===== src/rtl/vfu_sequencer_if.sv =====
// Command, vector-memory, vectorfu and status signals of the strip-mining sequencer.
// The master modport is the sequencer; the slave modport is decode/memory/vectorfu.
interface vfu_sequencer_if #(
    parameter int unsigned LANES = 4,
    parameter int unsigned DW    = 32,
    parameter int unsigned AW    = 10,
    parameter int unsigned LENW  = 8
);
    logic                  start_valid;
    logic                  start_ready;
    logic [2:0]            op;
    logic [AW-1:0]         src_a;
    logic [AW-1:0]         src_b;
    logic [AW-1:0]         dst;
    logic [LENW-1:0]       vlen;

    logic                  mem_rd_en;
    logic [AW-1:0]         mem_rd_addr;
    logic [LANES*DW-1:0]   mem_rd_data;
    logic                  mem_wr_en;
    logic [AW-1:0]         mem_wr_addr;
    logic [LANES*DW-1:0]   mem_wr_data;
    logic [LANES-1:0]      mem_wr_mask;

    logic [DW-1:0]         fu_a      [LANES];
    logic [DW-1:0]         fu_b      [LANES];
    logic [2:0]            fu_op;
    logic [DW-1:0]         fu_result [LANES];

    logic                  busy;
    logic                  done;
    logic                  err;

    modport master (
        input  start_valid, op, src_a, src_b, dst, vlen, mem_rd_data, fu_result,
        output start_ready, mem_rd_en, mem_rd_addr, mem_wr_en, mem_wr_addr, mem_wr_data,
               mem_wr_mask, fu_a, fu_b, fu_op, busy, done, err
    );

    modport slave (
        output start_valid, op, src_a, src_b, dst, vlen, mem_rd_data, fu_result,
        input  start_ready, mem_rd_en, mem_rd_addr, mem_wr_en, mem_wr_addr, mem_wr_data,
               mem_wr_mask, fu_a, fu_b, fu_op, busy, done, err
    );
endinterface


===== src/rtl/vfu_sequencer.sv =====
// Strip-mining controller: walks a vector command in LANES-element chunks through the
// vector memory port, drives vectorfu and writes masked results back.
module vfu_sequencer #(
    parameter int unsigned LANES = 4,
    parameter int unsigned DW    = 32,
    parameter int unsigned AW    = 10,
    parameter int unsigned LENW  = 8
) (
    input  logic           i_clk,
    input  logic           i_rst,
    vfu_sequencer_if.master bus
);
    localparam int unsigned IW = LENW + 1;

    typedef enum logic [2:0] {StIdle, StRdA, StRdB, StExec, StWr, StDone} state_e;

    state_e          r_state, w_state_next;
    logic [2:0]      r_op;
    logic [AW-1:0]   r_src_a, r_src_b, r_dst;
    logic [LENW-1:0] r_vlen;
    logic [IW-1:0]   r_idx;
    logic [DW-1:0]   r_a   [LANES];
    logic [DW-1:0]   r_b   [LANES];
    logic [DW-1:0]   r_res [LANES];

    logic            w_accept;
    logic            w_illegal;
    logic            w_more;
    logic [AW-1:0]   w_offs;

    assign w_accept  = (r_state == StIdle) && bus.start_valid;
    assign w_illegal = (r_op > 3'd2);
    assign w_more    = (32'(r_idx) + LANES) < 32'(r_vlen);
    assign w_offs    = AW'(r_idx);

    always_ff @(posedge i_clk) begin
        if (i_rst) begin
            r_state <= StIdle;
            r_op    <= '0;
            r_src_a <= '0;
            r_src_b <= '0;
            r_dst   <= '0;
            r_vlen  <= '0;
            r_idx   <= '0;
            for (int unsigned i = 0; i < LANES; i++) begin
                r_a[i]   <= '0;
                r_b[i]   <= '0;
                r_res[i] <= '0;
            end
        end else begin
            r_state <= w_state_next;
            if (w_accept) begin
                r_op    <= bus.op;
                r_src_a <= bus.src_a;
                r_src_b <= bus.src_b;
                r_dst   <= bus.dst;
                r_vlen  <= bus.vlen;
                r_idx   <= '0;
            end
            if (r_state == StRdB) begin
                for (int unsigned i = 0; i < LANES; i++) begin
                    r_a[i] <= bus.mem_rd_data[i*DW +: DW];
                end
            end
            if (r_state == StExec) begin
                for (int unsigned i = 0; i < LANES; i++) begin
                    r_b[i]   <= bus.mem_rd_data[i*DW +: DW];
                    r_res[i] <= bus.fu_result[i];
                end
            end
            if (r_state == StWr) begin
                r_idx <= r_idx + IW'(LANES);
            end
        end
    end

    always_comb begin
        w_state_next = r_state;
        unique case (r_state)
            StIdle: begin
                if (bus.start_valid) begin
                    w_state_next = (bus.vlen == '0 || bus.op > 3'd2) ? StDone : StRdA;
                end
            end
            StRdA:   w_state_next = StRdB;
            StRdB:   w_state_next = StExec;
            StExec:  w_state_next = StWr;
            StWr:    w_state_next = w_more ? StRdA : StDone;
            StDone:  w_state_next = StIdle;
            default: w_state_next = StIdle;
        endcase
    end

    // B data lands during EXEC; forward it so vectorfu sees this chunk's B operand.
    always_comb begin
        bus.fu_op = r_op;
        for (int unsigned i = 0; i < LANES; i++) begin
            bus.fu_a[i] = r_a[i];
            bus.fu_b[i] = (r_state == StExec) ? bus.mem_rd_data[i*DW +: DW] : r_b[i];
        end
    end

    // Strobes are suppressed in a reset cycle so an aborted command never touches memory.
    always_comb begin
        bus.start_ready = (r_state == StIdle);
        bus.busy        = (r_state != StIdle);
        bus.mem_rd_en   = 1'b0;
        bus.mem_rd_addr = '0;
        bus.mem_wr_en   = 1'b0;
        bus.mem_wr_addr = '0;
        bus.mem_wr_data = '0;
        bus.mem_wr_mask = '0;
        bus.done        = 1'b0;
        bus.err         = 1'b0;
        unique case (r_state)
            StRdA: begin
                bus.mem_rd_en   = !i_rst;
                bus.mem_rd_addr = r_src_a + w_offs;
            end
            StRdB: begin
                bus.mem_rd_en   = !i_rst;
                bus.mem_rd_addr = r_src_b + w_offs;
            end
            StWr: begin
                bus.mem_wr_en   = !i_rst;
                bus.mem_wr_addr = r_dst + w_offs;
                for (int unsigned i = 0; i < LANES; i++) begin
                    bus.mem_wr_data[i*DW +: DW] = r_res[i];
                    bus.mem_wr_mask[i]          = (32'(r_idx) + i) < 32'(r_vlen);
                end
            end
            StDone: begin
                bus.done = !i_rst;
                bus.err  = !i_rst && w_illegal;
            end
            default: ;
        endcase
    end
endmodule


===== src/flat_wrapper.sv =====
// flat-port wrapper written by rule: the top's interface ports become plain ports
module vfu_sequencer_flat 
#(
    parameter int unsigned LANES = 4,
    parameter int unsigned DW    = 32,
    parameter int unsigned AW    = 10,
    parameter int unsigned LENW  = 8
)
  (i_clk, i_rst, bus_start_valid, bus_op, bus_src_a, bus_src_b, bus_dst, bus_vlen, bus_mem_rd_data, bus_fu_result, bus_start_ready, bus_mem_rd_en, bus_mem_rd_addr, bus_mem_wr_en, bus_mem_wr_addr, bus_mem_wr_data, bus_mem_wr_mask, bus_fu_a, bus_fu_b, bus_fu_op, bus_busy, bus_done, bus_err);
  vfu_sequencer_if #(.LANES(LANES), .DW(DW), .AW(AW), .LENW(LENW)) bus_i ();
  input  logic i_clk;
  input  logic i_rst;
  input wire logic [$bits(bus_i.start_valid)-1:0] bus_start_valid;
  input wire logic [$bits(bus_i.op)-1:0] bus_op;
  input wire logic [$bits(bus_i.src_a)-1:0] bus_src_a;
  input wire logic [$bits(bus_i.src_b)-1:0] bus_src_b;
  input wire logic [$bits(bus_i.dst)-1:0] bus_dst;
  input wire logic [$bits(bus_i.vlen)-1:0] bus_vlen;
  input wire logic [$bits(bus_i.mem_rd_data)-1:0] bus_mem_rd_data;
  input wire logic [$bits(bus_i.fu_result)-1:0] bus_fu_result;
  output wire logic [$bits(bus_i.start_ready)-1:0] bus_start_ready;
  output wire logic [$bits(bus_i.mem_rd_en)-1:0] bus_mem_rd_en;
  output wire logic [$bits(bus_i.mem_rd_addr)-1:0] bus_mem_rd_addr;
  output wire logic [$bits(bus_i.mem_wr_en)-1:0] bus_mem_wr_en;
  output wire logic [$bits(bus_i.mem_wr_addr)-1:0] bus_mem_wr_addr;
  output wire logic [$bits(bus_i.mem_wr_data)-1:0] bus_mem_wr_data;
  output wire logic [$bits(bus_i.mem_wr_mask)-1:0] bus_mem_wr_mask;
  output wire logic [$bits(bus_i.fu_a)-1:0] bus_fu_a;
  output wire logic [$bits(bus_i.fu_b)-1:0] bus_fu_b;
  output wire logic [$bits(bus_i.fu_op)-1:0] bus_fu_op;
  output wire logic [$bits(bus_i.busy)-1:0] bus_busy;
  output wire logic [$bits(bus_i.done)-1:0] bus_done;
  output wire logic [$bits(bus_i.err)-1:0] bus_err;
  assign bus_i.start_valid = bus_start_valid;
  assign bus_i.op = bus_op;
  assign bus_i.src_a = bus_src_a;
  assign bus_i.src_b = bus_src_b;
  assign bus_i.dst = bus_dst;
  assign bus_i.vlen = bus_vlen;
  assign bus_i.mem_rd_data = bus_mem_rd_data;
  assign bus_i.fu_result = {>>{bus_fu_result}};
  assign bus_start_ready = bus_i.start_ready;
  assign bus_mem_rd_en = bus_i.mem_rd_en;
  assign bus_mem_rd_addr = bus_i.mem_rd_addr;
  assign bus_mem_wr_en = bus_i.mem_wr_en;
  assign bus_mem_wr_addr = bus_i.mem_wr_addr;
  assign bus_mem_wr_data = bus_i.mem_wr_data;
  assign bus_mem_wr_mask = bus_i.mem_wr_mask;
  assign bus_fu_a = {>>{bus_i.fu_a}};
  assign bus_fu_b = {>>{bus_i.fu_b}};
  assign bus_fu_op = bus_i.fu_op;
  assign bus_busy = bus_i.busy;
  assign bus_done = bus_i.done;
  assign bus_err = bus_i.err;
  vfu_sequencer #(.LANES(LANES), .DW(DW), .AW(AW), .LENW(LENW)) u_core (.i_clk(i_clk), .i_rst(i_rst), .bus(bus_i));
endmodule

===== config.mk =====
export PLATFORM = sky130hd
export DESIGN_NAME = vfu_sequencer_flat
export DESIGN_NICKNAME = d
export VERILOG_FILES = /design/src/rtl/vfu_sequencer_if.sv /design/src/rtl/vfu_sequencer.sv /design/src/flat_wrapper.sv
export SDC_FILE = /design/constraint.sdc
export NUM_CORES = 1
export LEC_CHECK = 0
export CORE_AREA = 4 4 278 280
export CTS_CLUSTER_SIZE = 8
export DETAILED_ROUTE_END_ITERATION = 7
export DIE_AREA = 0 0 282 284
export PLACE_DENSITY = 0.57
export SYNTH_ARGS = -nofsm -noshare
export SYNTH_HDL_FRONTEND = slang
export SYNTH_SLANG_ARGS = --single-unit

===== constraint.sdc =====
create_clock -name i_clk -period 11.4 [get_ports i_clk]
set_input_delay 2.28 -clock i_clk [delete_from_list [all_inputs] [get_ports i_clk]]
set_output_delay 2.28 -clock i_clk [all_outputs]
set_load 0.03 [all_outputs]

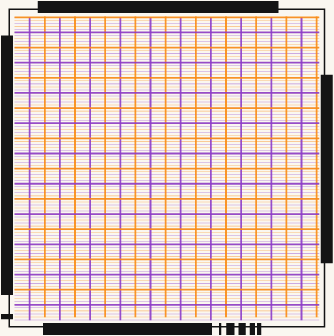
Fig. 1. Power grid.
Pins as bars on the die edge.
colour	net
purple	VSS
orange	VDD
met5 straps	20
met4 straps	20
signal pins	717
met1 rails	101
rows	100
Chip Height: 284 um
Die Width: 282 um

==> out/highlights.md <==
- 3,118 — number of placed instances, taps included
- 614 — count of routing violations after the opening detailed-route iteration
- 30.71% — switching portion of total power
- sky130_fd_sc_hd__edfxtp_1 — cell taking the most area after synthesis
- 1 — CP bufs+invs
- 3.368 mW — cell internal power dissipation
- 29,430 um^2 — Final Cell Area
- 39.53% — final cell utilization of the core
- sky130_fd_sc_hd__clkdlybuf4s50_1 — commonest non-fill, non-tap cell in the layout
- 0 — yosys warns
- built — CTS tree
- 5783 um — routed length on met3
- 716 — number of buffer cells added on primary ports
- nor3b_2 -> mux2_2 -> ha_1 -> and3_1 -> a221o_1 -> o31ai_1 -> xnor2_1 -> nor2_1 -> clkdlybuf4s50_1 — CP Cell Sequence
- 7 — router iterations before antenna repair
- 4.356 — number of vias per cell
- sky130_fd_sc_hd__clkbuf_16 — clock root cell
- 0.05 ns — clock-pin slew of the registers on the worst-case setup and hold paths
- 80,090 um^2 — die outline area
- u_core.r_state[1]$_SDFFE_PP0P_ — timing startpoint of the critical path
- 22.86% — Comb area share
- 0.88 ns — Slowest Stage Delay on Critical Path
- finished, final reports clean — result of the run
- 0 — Slew Limit Fails
- reg2out — kind of critical path
- u_core.r_state[1]$_SDFFE_PP0P_ — worst reg2reg path startpoint
- 26.4% — share of power burned in combinational logic
- 6.871 ns — Tmin final
- 0.1455 GHz — maximum clock frequency
- 11.02 nW — leakage power of the design
- 4.529 ns — post-route worst setup slack
- 2 — count of H-tree levels built during CTS
- 13,910 — vias
- met5 — Highest Signal Layer
- 100 — number of placement rows
- 19,690 um^2 — area figure in the yosys stat output
- 0.04281 ns — Layout Skew
- 12,550 um^2 — area used by sequential logic in the layout
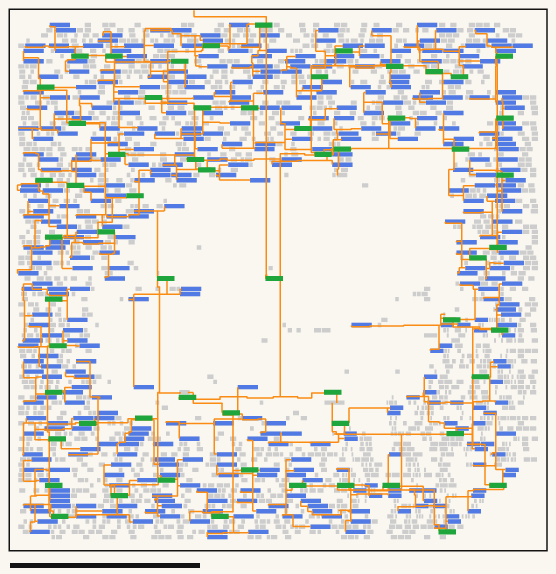
Fig. 2. Routed clock nets over the placement.
The bar under the picture is 100 um long.
[blue] flip-flops | count: 435
[green] clock-net drivers | count: 60
[orange] clock wires | length: 6,720 um
routed clock nets	61
flops lie	widely spread

Power figures rest on the tool's default switching activity, not on a simulated workload.
